===== config.mk =====
export PLATFORM = sky130hd
export DESIGN_NAME = multicycle_control_fsm
export DESIGN_NICKNAME = d
export VERILOG_FILES = /design/src/rtl/multicycle_control_fsm.sv
export SDC_FILE = /design/constraint.sdc
export NUM_CORES = 1
export LEC_CHECK = 0
export ABC_AREA = 1
export CAP_MARGIN = 10
export CORE_MARGIN = 2
export CORE_UTILIZATION = 42
export DETAILED_ROUTE_END_ITERATION = 10
export PLACE_DENSITY = 0.83
export SLEW_MARGIN = 20
export SYNTH_ARGS = -nofsm -noshare
export SYNTH_HDL_FRONTEND = slang
export SYNTH_SLANG_ARGS = --single-unit

===== constraint.sdc =====
create_clock -name Clk -period 1.6 [get_ports Clk]
set_input_delay 0.16 -clock Clk [delete_from_list [all_inputs] [get_ports Clk]]
set_output_delay 0.16 -clock Clk [all_outputs]
set_load 0.1 [all_outputs]

===== src/rtl/multicycle_control_fsm.sv =====
// Main control FSM for the multicycle CPU. It takes the opcode held in the
// instruction register, steps each instruction through 3 to 5 states, and
// drives every datapath enable and mux select from the registered state.
// It stalls on MemReady in FETCH, MEMREAD and MEMWRITE. It also counts
// retired instructions and keeps a sticky flag for illegal opcodes.
// Optional feature macro: MULTICYCLE_ADDI_EN. When it is defined, opcode
// 001000 runs as addi through the ADDIEX/ADDIWB states. When it is not
// defined, 001000 is treated as an illegal opcode.
module multicycle_control_fsm #(
    parameter int STATE_WIDTH = 4,
    parameter int COUNT_WIDTH = 16
) (
    input  logic                   Clk,
    input  logic                   Reset_n,
    input  logic [5:0]             Opcode,
    input  logic                   MemReady,
    output logic                   PCWrite,
    output logic                   PCWriteCond,
    output logic                   IorD,
    output logic                   MemRead,
    output logic                   MemWrite,
    output logic                   MemtoReg,
    output logic                   IRWrite,
    output logic [1:0]             PCSource,
    output logic [1:0]             ALUOp,
    output logic                   ALUSrcA,
    output logic [1:0]             ALUSrcB,
    output logic                   RegWrite,
    output logic                   RegDst,
    output logic [STATE_WIDTH-1:0] State,
    output logic [COUNT_WIDTH-1:0] InstrCount,
    output logic                   IllegalOp
);

    localparam logic [STATE_WIDTH-1:0] S_FETCH    = 'd0;
    localparam logic [STATE_WIDTH-1:0] S_DECODE   = 'd1;
    localparam logic [STATE_WIDTH-1:0] S_MEMADDR  = 'd2;
    localparam logic [STATE_WIDTH-1:0] S_MEMREAD  = 'd3;
    localparam logic [STATE_WIDTH-1:0] S_MEMWB    = 'd4;
    localparam logic [STATE_WIDTH-1:0] S_MEMWRITE = 'd5;
    localparam logic [STATE_WIDTH-1:0] S_EXECUTE  = 'd6;
    localparam logic [STATE_WIDTH-1:0] S_RWB      = 'd7;
    localparam logic [STATE_WIDTH-1:0] S_BRANCH   = 'd8;
    localparam logic [STATE_WIDTH-1:0] S_JUMP     = 'd9;
`ifdef MULTICYCLE_ADDI_EN
    localparam logic [STATE_WIDTH-1:0] S_ADDIEX   = 'd10;
    localparam logic [STATE_WIDTH-1:0] S_ADDIWB   = 'd11;
    localparam logic [5:0]             OP_ADDI    = 6'b001000;
`endif

    localparam logic [5:0] OP_R   = 6'b000000;
    localparam logic [5:0] OP_LW  = 6'b100011;
    localparam logic [5:0] OP_SW  = 6'b101011;
    localparam logic [5:0] OP_BEQ = 6'b000100;
    localparam logic [5:0] OP_J   = 6'b000010;

    logic [STATE_WIDTH-1:0] state_q, state_d;
    logic [COUNT_WIDTH-1:0] cnt_q, cnt_d;
    logic                   ill_q, ill_d;
    logic                   retire;

    // Ungated control values decoded from the registered state
    logic       pcw, pcwc, iord, mrd, mwr, m2r, irw, alusa, rw, rdst;
    logic [1:0] pcsrc, aluop, alusb;

    // Next-state logic, including retirement and illegal-opcode detection
    always_comb begin
        state_d = S_FETCH;
        retire  = 1'b0;
        ill_d   = ill_q;
        case (state_q)
            S_FETCH:    state_d = MemReady ? S_DECODE : S_FETCH;
            S_DECODE: begin
                if (Opcode == OP_LW || Opcode == OP_SW) state_d = S_MEMADDR;
                else if (Opcode == OP_R)                state_d = S_EXECUTE;
                else if (Opcode == OP_BEQ)              state_d = S_BRANCH;
                else if (Opcode == OP_J)                state_d = S_JUMP;
`ifdef MULTICYCLE_ADDI_EN
                else if (Opcode == OP_ADDI)             state_d = S_ADDIEX;
`endif
                else begin
                    state_d = S_FETCH;
                    ill_d   = 1'b1;
                end
            end
            S_MEMADDR: begin
                if (Opcode == OP_LW)      state_d = S_MEMREAD;
                else if (Opcode == OP_SW) state_d = S_MEMWRITE;
                else                      state_d = S_FETCH;
            end
            S_MEMREAD:  state_d = MemReady ? S_MEMWB : S_MEMREAD;
            S_MEMWB:    retire  = 1'b1;
            S_MEMWRITE: begin
                state_d = MemReady ? S_FETCH : S_MEMWRITE;
                retire  = MemReady;
            end
            S_EXECUTE:  state_d = S_RWB;
            S_RWB:      retire  = 1'b1;
            S_BRANCH:   retire  = 1'b1;
            S_JUMP:     retire  = 1'b1;
`ifdef MULTICYCLE_ADDI_EN
            S_ADDIEX:   state_d = S_ADDIWB;
            S_ADDIWB:   retire  = 1'b1;
`endif
            default:    state_d = S_FETCH;
        endcase
        cnt_d = retire ? cnt_q + COUNT_WIDTH'(1) : cnt_q;
    end

    // State register, retire counter and sticky illegal flag
    always_ff @(posedge Clk or negedge Reset_n) begin
        if (!Reset_n) begin
            state_q <= S_FETCH;
            cnt_q   <= '0;
            ill_q   <= 1'b0;
        end else begin
            state_q <= state_d;
            cnt_q   <= cnt_d;
            ill_q   <= ill_d;
        end
    end

    // Decode control outputs from the state. FETCH also depends on MemReady.
    always_comb begin
        pcw = 1'b0; pcwc = 1'b0; iord = 1'b0; mrd = 1'b0; mwr = 1'b0;
        m2r = 1'b0; irw = 1'b0; alusa = 1'b0; rw = 1'b0; rdst = 1'b0;
        pcsrc = 2'b00; aluop = 2'b00; alusb = 2'b00;
        case (state_q)
            S_FETCH: begin
                mrd = 1'b1; alusb = 2'b01; irw = MemReady; pcw = MemReady;
            end
            S_DECODE:   alusb = 2'b11;
            S_MEMADDR:  begin alusa = 1'b1; alusb = 2'b10; end
            S_MEMREAD:  begin mrd = 1'b1; iord = 1'b1; end
            S_MEMWB:    begin rw = 1'b1; m2r = 1'b1; end
            S_MEMWRITE: begin mwr = 1'b1; iord = 1'b1; end
            S_EXECUTE:  begin alusa = 1'b1; aluop = 2'b10; end
            S_RWB:      begin rw = 1'b1; rdst = 1'b1; end
            S_BRANCH: begin
                alusa = 1'b1; aluop = 2'b01; pcwc = 1'b1; pcsrc = 2'b01;
            end
            S_JUMP:     begin pcw = 1'b1; pcsrc = 2'b10; end
`ifdef MULTICYCLE_ADDI_EN
            S_ADDIEX:   begin alusa = 1'b1; alusb = 2'b10; end
            S_ADDIWB:   rw = 1'b1;
`endif
            default: ;
        endcase
    end

    // Reset_n gates every control output asynchronously. This drops a write
    // strobe immediately when reset is asserted in the middle of a store.
    assign PCWrite     = pcw   & Reset_n;
    assign PCWriteCond = pcwc  & Reset_n;
    assign IorD        = iord  & Reset_n;
    assign MemRead     = mrd   & Reset_n;
    assign MemWrite    = mwr   & Reset_n;
    assign MemtoReg    = m2r   & Reset_n;
    assign IRWrite     = irw   & Reset_n;
    assign ALUSrcA     = alusa & Reset_n;
    assign RegWrite    = rw    & Reset_n;
    assign RegDst      = rdst  & Reset_n;
    assign PCSource    = pcsrc & {2{Reset_n}};
    assign ALUOp       = aluop & {2{Reset_n}};
    assign ALUSrcB     = alusb & {2{Reset_n}};
    assign State       = state_q;
    assign InstrCount  = cnt_q;
    assign IllegalOp   = ill_q;

endmodule

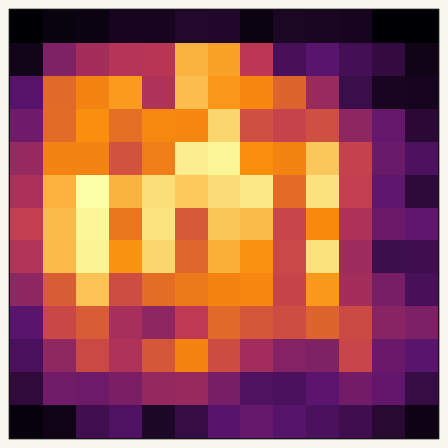
Figure 1: run 1, signal metal coverage by tile.
13 x 13 tiles, from black (low) to pale yellow (high), scaled to the fullest tile. Values are wire area over tile area, all layers added.
emptiest ninth of the die = upper right
fullest tile = 0.87
nearly empty tiles = 2.4%
mean over tiles = 0.41
tiles over half the peak = 47%

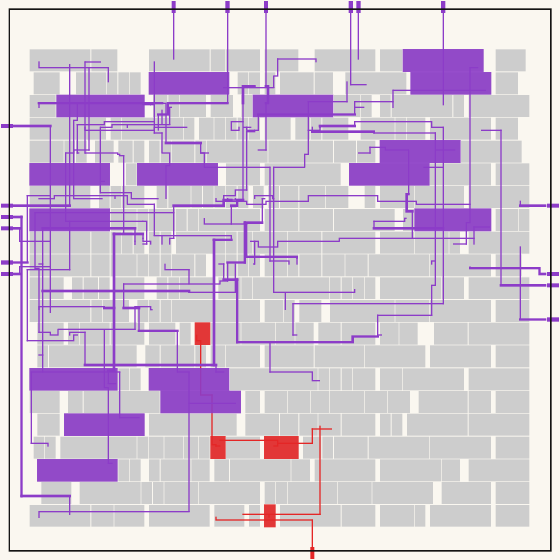
Figure 2: run 1, wires at chosen ports, followed through buffers.
`InstrCount` -> purple  # direction output, edge 6 left, 6 top, 4 right, end cells 16, buffers 16, wire 1270 um
`MemReady` -> red  # direction input, edge bottom, end cells 4, buffers 2, wire 67.3 um

==> impl_metrics.toml, run 1 <==
# flow metrics
[detailed_routing]
detailedRoute.firstPassIterationCount = 8
post_drt_wl_per_cell_um = 25.94
met2RoutedLength_um = 4112
topRoutingLayerUsed = "met4"
detailedRoute.firstIterationViolations = 288

[flow_run]
cap_violations = 0

[final_timing]
rsz0062_at_grt = "true"
fmax_mhz = 471.8
slew_violations = 0
period_needed_ns = 2.120
final-setup-viol-count = 32
finalWorstSetupSlack_ns = -0.5195

[place]
finalWeightedCongestion = 0.9041
placed_cells = 323

[synthesis]
proportion_of_netlist_area_held_by_the_largest_area_contributor = 0.3417
yosysWarningCount = 0
post_synth.cell_area_avg_sq_um = 6.834
yosys.area.top_type = "sky130_fd_sc_hd__dfrtp_1"
synth-main-ff-cell = "sky130_fd_sc_hd__dfrtp_1"
synthDistinctLibCells = 27
post_synth_inst_count = 225

[die]
fp-row-count = 21
die_width_um = 64.51
chip_area_sq_um = 4162

[power]
vdd_ir_drop_max_v = 0.0008582
leakage_nw = 1.497
total_power_mw = 2.031

[clock_tree]
clock-root-buffer = "sky130_fd_sc_hd__clkbuf_4"

[global_route]
grt_pass1_vias = 2043
grt-ovfl-total = 0
grt_antenna_before_repair = 0

[finish]
final_layout_size_suffix_gt1_frac = 0.5490
finalNetCount = 317
lay_top_count = "sky130_fd_sc_hd__nand2_1"
layout.cells.non_filler = 352
antennaDiodeCount = 0

[setup_path]
worstPathMaxFanout = 7
cp-end-kind = "register"
worstSetupPathType = "reg -> reg"

[run_status]
run_status = "finished with violations"
violations = "setup timing"
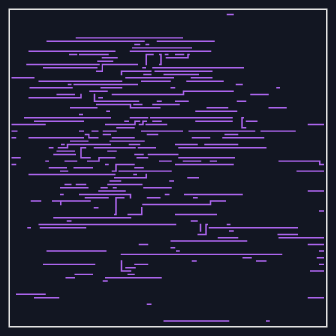
Figure 3: run 1, signal wires on met3.
wire length on this layer = 1090 um
main direction = horizontal
longest straight run = 32.7 um

## run 1: what timing repair did
item | CTS | global route
endpoints found under the setup margin | 15 | 34
gates cloned | 0 | 3
setup buffers | 14 | 8
resized | 13 | 29
pin swaps | 14 | 11
## run 1: kinds of logic after synthesis
logic type	Yosys count	share of synthesized area
and+or+nand+nor	140	0.4068
buffers and inverters	34	0.09520
AOI/OAI and AO/OA	23	0.1139
DFF	21	0.3417
xor gates and xnor gates	6	0.03417
adders and majority gates	1	0.008135
## run 1: power by group
group | internal [mW] | leakage, nW | switching [mW]
Combinational | 0.392 | 1.23 | 0.656
Clock | 0.0974 | 0.0150 | 0.188
Sequential | 0.591 | 0.251 | 0.108
Total | 1.08 | 1.50 | 0.951
## run 1: final cells by class
cell class,count,area (sq um)
clock buffer,4,26.28
inverter,30,127.6
tap,46,57.56
timing repair buffer,81,1212
fill,89,177.7
sequential,21,564.3
multi-input combinational,170,1250
## run 1: critical path, stage by stage, from the launching register on
cell and delay [ns]:
sky130_fd_sc_hd__dfrtp_4 0.53, sky130_fd_sc_hd__ha_4 0.18, sky130_fd_sc_hd__nand3_1 0.16, sky130_fd_sc_hd__nor2_1 0.41, sky130_fd_sc_hd__nand3_1 0.29, sky130_fd_sc_hd__nand2_1 0.14
sky130_fd_sc_hd__nand2_1 0.12, sky130_fd_sc_hd__nand2_4 0.11, sky130_fd_sc_hd__nand2_2 0.07
## run 1: per-stage QoR
stage	cell area, sq um	hold slack [ns]	setup slack [ns]	setup TNS (ns)
floorplan	1847	-0.1356	-0.4279	-3.543
global placement	2795	0.5161	0.05460	0
detailed placement	2795	0.5238	-0.008557	-0.008557
CTS	2970	0.1826	-0.2134	-2.296
global route	3238	0.1998	-0.6477	-8.695
finish	3238	0.2107	-0.5195	-7.379
## run 1: cells in the mapped netlist (2+ instances only)
cell and instances:
sky130_fd_sc_hd__nand2_1 71, sky130_fd_sc_hd__nor2_1 38, sky130_fd_sc_hd__inv_1 30, sky130_fd_sc_hd__dfrtp_1 21
sky130_fd_sc_hd__nand4_1 10, sky130_fd_sc_hd__o21ai_2 9, sky130_fd_sc_hd__nand3_1 8, sky130_fd_sc_hd__a21oi_1 6
sky130_fd_sc_hd__xor2_1 6, sky130_fd_sc_hd__o21ai_0 4, sky130_fd_sc_hd__buf_6 2, sky130_fd_sc_hd__nand3_2 2
sky130_fd_sc_hd__nor2_2 2, sky130_fd_sc_hd__nor3_1 2, sky130_fd_sc_hd__o21ai_4 2
## run 1: registers in the layout, indices dropped and copies added (netlist names)
signal,count
IllegalOp,1
InstrCount,16
State,4
## run 1: path summary, 6_finish.rpt
path	startpoint	depth (start not counted)	slack, ns	endpoint
worst max register to register	InstrCount[0]	8	-0.52	InstrCount[14]
worst max-delay path	InstrCount[0]	8	-0.52	InstrCount[14]
worst min-delay path	Reset_n	2	0.21	InstrCount[15]
max in group asynchronous	Reset_n	2	1.11	InstrCount[0]
worst min register to register	IllegalOp	1	0.58	IllegalOp
min in group Clk	Opcode[3]	3	0.55	State[2]
Figure 4. Sequential cells coloured by netlist name (run 1).
Other sequential cells in the stronger grey, the rest of the logic in the fainter grey.
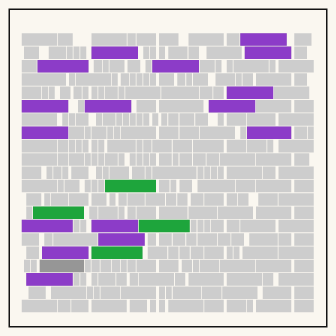

## Run 2: what changed since run 1
--- a/config.mk
+++ b/config.mk
@@ -6,11 +6,11 @@
 export NUM_CORES = 1
 export LEC_CHECK = 0
 export ABC_AREA = 1
-export CAP_MARGIN = 10
+export CAP_MARGIN = 0
 export CORE_MARGIN = 2
-export CORE_UTILIZATION = 42
+export CORE_UTILIZATION = 40
 export DETAILED_ROUTE_END_ITERATION = 10
-export PLACE_DENSITY = 0.83
+export PLACE_DENSITY = 0.8
 export SLEW_MARGIN = 20
 export SYNTH_ARGS = -nofsm -noshare
 export SYNTH_HDL_FRONTEND = slang
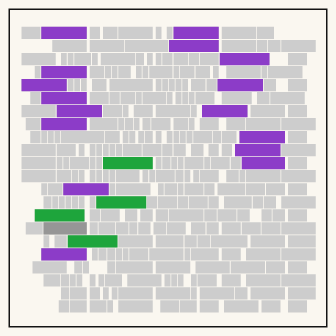
Figure 5: run 2, sequential cells coloured by netlist name.
Other sequential cells in the stronger grey, the rest of the logic in the fainter grey.
`State` -> green  # flops 4
`InstrCount` -> purple  # flops 16
area taken by flip-flops and latches: 564.3 sq um
flip-flop and latch share of the layout cell area: 0.1714
seq pwr: 0.701 mW

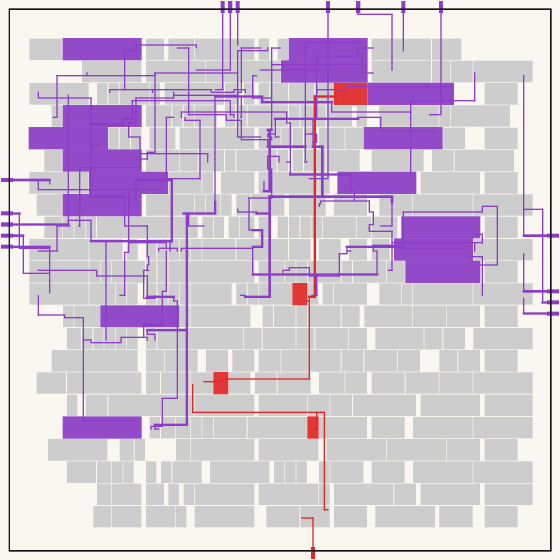
Figure 6: run 2, wires at chosen ports, followed through buffers.
`InstrCount` -> purple  # direction output, edge 7 top, 5 left, 4 right, end cells 16, buffers 16, wire 1100 um
`MemReady` -> red  # direction input, edge bottom, end cells 4, buffers 2, wire 91.8 um

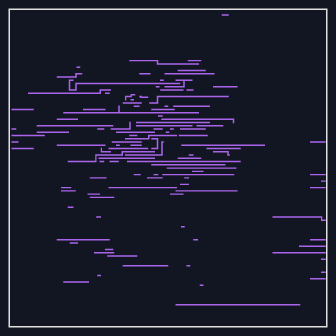
Figure 7: run 2, signal wires on met3.
nets with wire on the layer = 78
main direction = horizontal
share of all routed wire = 8.7%

==> run 2 against run 1 <==
  * The run still ends with setup timing left
  * Fmax rose by 16%
  * Total power increased by 3.3%
  * Largest power group unchanged
  * Wire length decreased by 18%
  * Clock skew grew 0.00089 ns
  * Clock power grew 34%
  * Die area grew 4.7%
  * Hold slack gained 0.18 ns
  * Critical path type unchanged
  * Cell count rose by 1.4%
  * First-iteration DRC count fell by 10%
==> impl_metrics.toml, run 2 <==
# flow metrics
[run_status]
run_status = "finished with violations"
violations = "setup timing"

[finish]
largest_register_ffs = 16
antennaDiodeCount = 0
postLayoutCellArea_sq_um = 3293
finalNetCount = 320
lay_top_count = "sky130_fd_sc_hd__nand2_1"
final_layout_size_suffix_gt1_frac = 0.5534

[setup_path]
reg2reg_to = "InstrCount[0]"
worst-r2r-cell-count = 8
cp-end-kind = "register"
r2r-start = "State[0]"
setup.reg_to_reg.worst_slack_ns = -0.22
worstSetupPathType = "reg -> reg"

[final_timing]
final-setup-viol-count = 33
period_needed_ns = 1.820
rsz0062_at_grt = "true"
slew_violations = 0
fmax_mhz = 549.4
finalWorstSetupSlack_ns = -0.2203

[synthesis]
synth-main-ff-cell = "sky130_fd_sc_hd__dfrtp_1"
post_synth_inst_count = 225
proportion_of_netlist_area_held_by_the_largest_area_contributor = 0.3417
post_synth.cell_area_avg_sq_um = 6.834
most_common_cell = "sky130_fd_sc_hd__nand2_1"
netlist_top_cells_count = "sky130_fd_sc_hd__nand2_1, sky130_fd_sc_hd__nor2_1, sky130_fd_sc_hd__inv_1"
yosys.area.top_type = "sky130_fd_sc_hd__dfrtp_1"

[flow_run]
cap_violations = 0

[die]
fp-row-count = 22
die_width_um = 66
chip_area_sq_um = 4356

[place]
dp_worst_setup_slack_ns = 0.04435
finalWeightedCongestion = 0.8677
dpl-instance-area_sq_um = 2828

[global_route]
grt_antenna_before_repair = 0
grt_pass1_vias = 1893
grt-ovfl-total = 0

[power]
power.share.combinational = 0.483
switchingPower_mw = 0.9443
power.share.switching = 0.4504
portion_of_total_power_attributed_to_the_clock_network = 0.183
cell_internal_pwr_mw = 1.152
power_frac_seq = 0.334
vdd_ir_drop_max_v = 0.0005017

[detailed_routing]
detailedRoute.firstIterationViolations = 259
detailedRoute.firstPassIterationCount = 5

[clock_tree]
htreeDepth = 1
[run 2: power by group through the flow]
stage | combinational (mW) | clock (mW) | sequential (mW)
2_1_floorplan | 0.290 | 0 | 0.954
3_3_place_gp | 0.898 | 0 | 0.696
3_5_place_dp | 0.903 | 0 | 0.698
4_1_cts | 0.941 | 0.360 | 0.687
5_1_grt | 1.04 | 0.410 | 0.704
6_report | 1.01 | 0.383 | 0.701
[run 2: cell type report]
| type | count | area [sq um] |
|---|---|---|
| tap | 48 | 60.06 |
| multi-input combinational | 170 | 1237 |
| timing repair buffer | 84 | 1244 |
| clock buffer | 4 | 45.04 |
| sequential | 21 | 564.3 |
| fill | 125 | 395.4 |
| inverter | 30 | 142.6 |
[run 2: how the worst max path moves through the flow]
stage	depth (start not counted)	end	startpoint
final	8	InstrCount[0]	State[0]
after global routing	9	InstrCount[6]	State[1]
after floorplan	3	MemtoReg	State[3]
after detailed placement	6	PCWrite	State[0]
after CTS	5	ALUSrcA	State[0]
after global placement	4	ALUSrcA	State[2]
[run 2: what timing repair did]
action                                  4_1_cts  5_1_grt
cloned                                        0        3
buffers inserted                             14        8
pin swaps                                    13       18
endpoints found under the setup margin       15       32
gates resized                                20       32
[run 2: critical path, cell delays in order, from the launching register on]
cell                      delay, ns
sky130_fd_sc_hd__dfrtp_4       0.55
sky130_fd_sc_hd__buf_6         0.15
sky130_fd_sc_hd__nand2_4       0.09
sky130_fd_sc_hd__inv_2         0.06
sky130_fd_sc_hd__o21ai_4       0.21
sky130_fd_sc_hd__buf_12        0.14
sky130_fd_sc_hd__nand3_4       0.15
sky130_fd_sc_hd__buf_6         0.21
sky130_fd_sc_hd__xor2_1        0.15
[run 2: cells by family (layout without fill, tap and decap cells)]
group / after synthesis / in the layout / synth area share
AND-OR/OR-AND: 23 / 23 / 0.1139
XOR/XNOR: 6 / 6 / 0.03417
adder cells (fa/ha/maj): 1 / 1 / 0.008135
buffers and inverters: 34 / 118 / 0.09520
flip-flops: 21 / 21 / 0.3417
AND/OR/NAND/NOR: 140 / 140 / 0.4068
[run 2: routing by layer]
layer | wire length [um] | share of wire | vias up
met4 | 337 | 0.045 | 0
met3 | 653 | 0.087 | 52
met1 | 2663 | 0.35 | 986
li1 | - | - | 881
met5 | 0 | 0 | -
met2 | 3858 | 0.51 | 173
[run 2: per-stage QoR]
stage	power, mW	hold slack (ns)	util
2_1_floorplan	1.244	-0.1356	-
3_3_place_gp	1.594	0.5381	0.7666
3_5_place_dp	1.601	0.5349	0.7666
4_1_cts	1.988	0.4194	0.8246
5_1_grt	2.151	0.4076	0.8928
6_report	2.097	0.3875	0.8928
Figure 8. Signal metal coverage by tile (run 2).
13 x 13 tiles, from black (low) to pale yellow (high), scaled to the fullest tile. Values are wire area over tile area, all layers added.
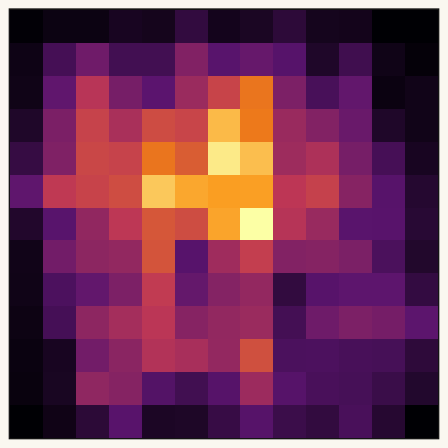

## Run 3: what changed since run 2
--- a/config.mk
+++ b/config.mk
@@ -10,7 +10,7 @@
 export CORE_MARGIN = 2
 export CORE_UTILIZATION = 40
 export DETAILED_ROUTE_END_ITERATION = 10
-export PLACE_DENSITY = 0.8
+export PLACE_DENSITY = 0.78
 export SLEW_MARGIN = 20
 export SYNTH_ARGS = -nofsm -noshare
 export SYNTH_HDL_FRONTEND = slang
==> constraint.sdc (replaced) <==
create_clock -name Clk -period 1.91 [get_ports Clk]
set_input_delay 0.191 -clock Clk [delete_from_list [all_inputs] [get_ports Clk]]
set_output_delay 0.191 -clock Clk [all_outputs]
set_load 0.1 [all_outputs]
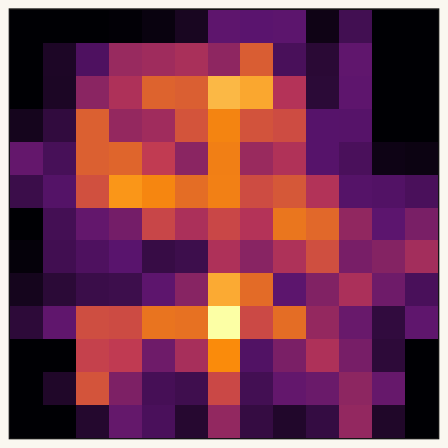
Figure 9: run 3, signal metal coverage by tile.
13 x 13 tiles, from black (low) to pale yellow (high), scaled to the fullest tile. Values are wire area over tile area, all layers added.
mean over tiles = 0.14
tiles over half the peak = 24%
fullest tile = 0.45
emptiest ninth of the die = upper right
nearly empty tiles = 14%
DRT Wirelength: 3926 um
average routed wire per standard cell: 11.97 um
routed vias: 1577
global router's overall resource usage: 0.1969

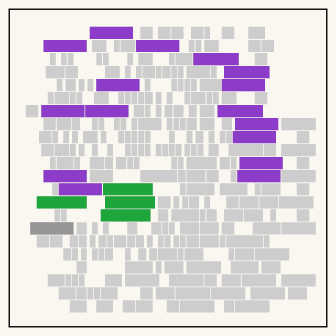
Figure 10: run 3, sequential cells coloured by netlist name.
Other sequential cells in the stronger grey, the rest of the logic in the fainter grey.
`InstrCount` -> purple  # flops 16
`State` -> green  # flops 4
not coloured = 1

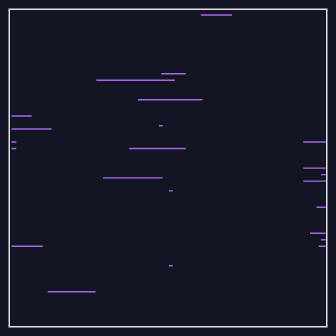
Figure 11: run 3, signal wires on met3.
main direction = horizontal
wire length on this layer = 114 um
nets with wire on the layer = 19
longest straight run = 16.1 um
share of all routed wire = 2.9%
met3 track demand over resource in global routing: 0.03237

==> run 3 against run 2 <==
  * The run now ends clean
  * First-iteration DRC count down 81%
  * Via count down 25%
  * Largest cell class is now combinational gates
  * Sequential power fell by 23%
  * Sequential share of layout area up 4.9 points
  * Hold slack lost 0.084 ns
  * Critical path type is now reg -> out
  * Core utilization is 22 points lower
==> impl_metrics.toml, run 3 <==
# flow metrics
[final_timing]
slew_violations = 0
final-setup-viol-count = 0
period_needed_ns = 1.839
fmax_mhz = 543.8
finalWorstSetupSlack_ns = 0.07092

[power]
total_power_mw = 1.445
leakage_nw = 1.074
vdd_ir_drop_max_v = 0.0003474

[global_route]
grt-ovfl-total = 0
grt_antenna_before_repair = 0
grt_pass1_vias = 1472

[finish]
finalNetCount = 291
share_of_the_core_filled_with_cells = 0.6703
antennaDiodeCount = 0
layout.cells.non_filler = 328
lay_top_count = "sky130_fd_sc_hd__nand2_1"
syn2layout_area_growth_pct = 60.78

[setup_path]
setup.reg_to_reg.worst_slack_ns = 0.24
cp-end-kind = "output port"
timing.critical_path.mode_cell = "sky130_fd_sc_hd__nor2_4"
timing.critical_path.to = "PCWrite"
cp-startpoint = "State[1]"
reg2reg_to = "InstrCount[14]"
crit_slowest_cell = "sky130_fd_sc_hd__dfrtp_4"
critical_path.max_stage_delay_ns = 0.55
crit_cells = 6
worst-r2r-cell-count = 6
r2r-start = "State[1]"
worstPathMaxFanout = 7
critPathTopFamily = "flip-flops"

[die]
fp-row-count = 22
chip_area_sq_um = 4356
die_width_um = 66

[synthesis]
post_synth.cell_area_avg_sq_um = 6.834
yosys.area.top_type = "sky130_fd_sc_hd__dfrtp_1"
synth-main-ff-cell = "sky130_fd_sc_hd__dfrtp_1"
yosysWarningCount = 0
most_common_cell = "sky130_fd_sc_hd__nand2_1"

[place]
dp_worst_setup_slack_ns = 0.2244
placed_cells = 319

[flow_run]
cap_violations = 0

[clock_tree]
clock-root-buffer = "sky130_fd_sc_hd__clkbuf_8"

[detailed_routing]
detailedRoute.firstIterationViolations = 48
detailedRoute.firstPassIterationCount = 4

[run_status]
run_status = "complete, no violations"
## run 3: cell counts after synthesis
Identical to the previous run, type by type.
## run 3: per-stage QoR
| step | instance area, sq um | TNS [ns] |
|---|---|---|
| global placement | 2369 | 0 |
| global route | 2472 | -0.005115 |
| detailed placement | 2369 | 0 |
| CTS | 2442 | 0 |
| finish | 2472 | 0 |
| floorplan | 1759 | -0.3984 |
## run 3: timing repair
| item | CTS | global route |
|---|---|---|
| setup buffers | 2 | 3 |
| gates resized | 0 | 2 |
| setup endpoints to repair | 1 | 3 |
| pin swaps | 1 | 4 |
| endpoints found under the hold margin | 0 | 0 |
## run 3: cell type report
type,count,area [sq um]
Fill cell,312,1216
Tap cell,48,60.06
Sequential cell,21,544.3
Inverter,30,117.6
Timing Repair Buffer,55,645.6
Clock buffer,3,41.29
Multi-Input combinational cell,170,1059
Clock inverter,1,5.005
## run 3: kinds of logic after synthesis
kind of cell	count (synthesis)	share of synthesized area
DFF	21	0.3417
buffers and inverters	34	0.09520
xor gates and xnor gates	6	0.03417
adders and majority gates	1	0.008135
and+or+nand+nor	140	0.4068
AOI/OAI and AO/OA	23	0.1139
## run 3: per-layer routing
layer / vias up / global-route usage / share of wire
met4: 0 / 0.04592 / 0.014
met3: 7 / 0.03237 / 0.029
li1: 817 / - / -
met2: 26 / 0.3207 / 0.50
met1: 727 / 0.2746 / 0.46
met5: - / 0 / 0
## run 3: power breakdown
part | internal [mW] | switching [mW]
sequential | 0.484 | 0.0554
combinational | 0.165 | 0.457
clock | 0.145 | 0.138
## run 3: how the worst min path moves through the flow
stage / end / slack (ns)
final: InstrCount[9] / 0.30
after global routing: InstrCount[9] / 0.31
after CTS: InstrCount[5] / 0.31
after detailed placement: IllegalOp / 0.46
after global placement: IllegalOp / 0.47
after floorplan: IllegalOp / -0.10
## run 3: worst reg2reg max path: stages (launching register included)
cell and delay (ns):
sky130_fd_sc_hd__dfrtp_4 0.55, sky130_fd_sc_hd__nand2_1 0.17, sky130_fd_sc_hd__inv_1 0.09, sky130_fd_sc_hd__o21ai_4 0.15, sky130_fd_sc_hd__nand3_4 0.32, sky130_fd_sc_hd__nand2_1 0.20, sky130_fd_sc_hd__nand2_1 0.07
Power is estimated from default activity; no workload was simulated.
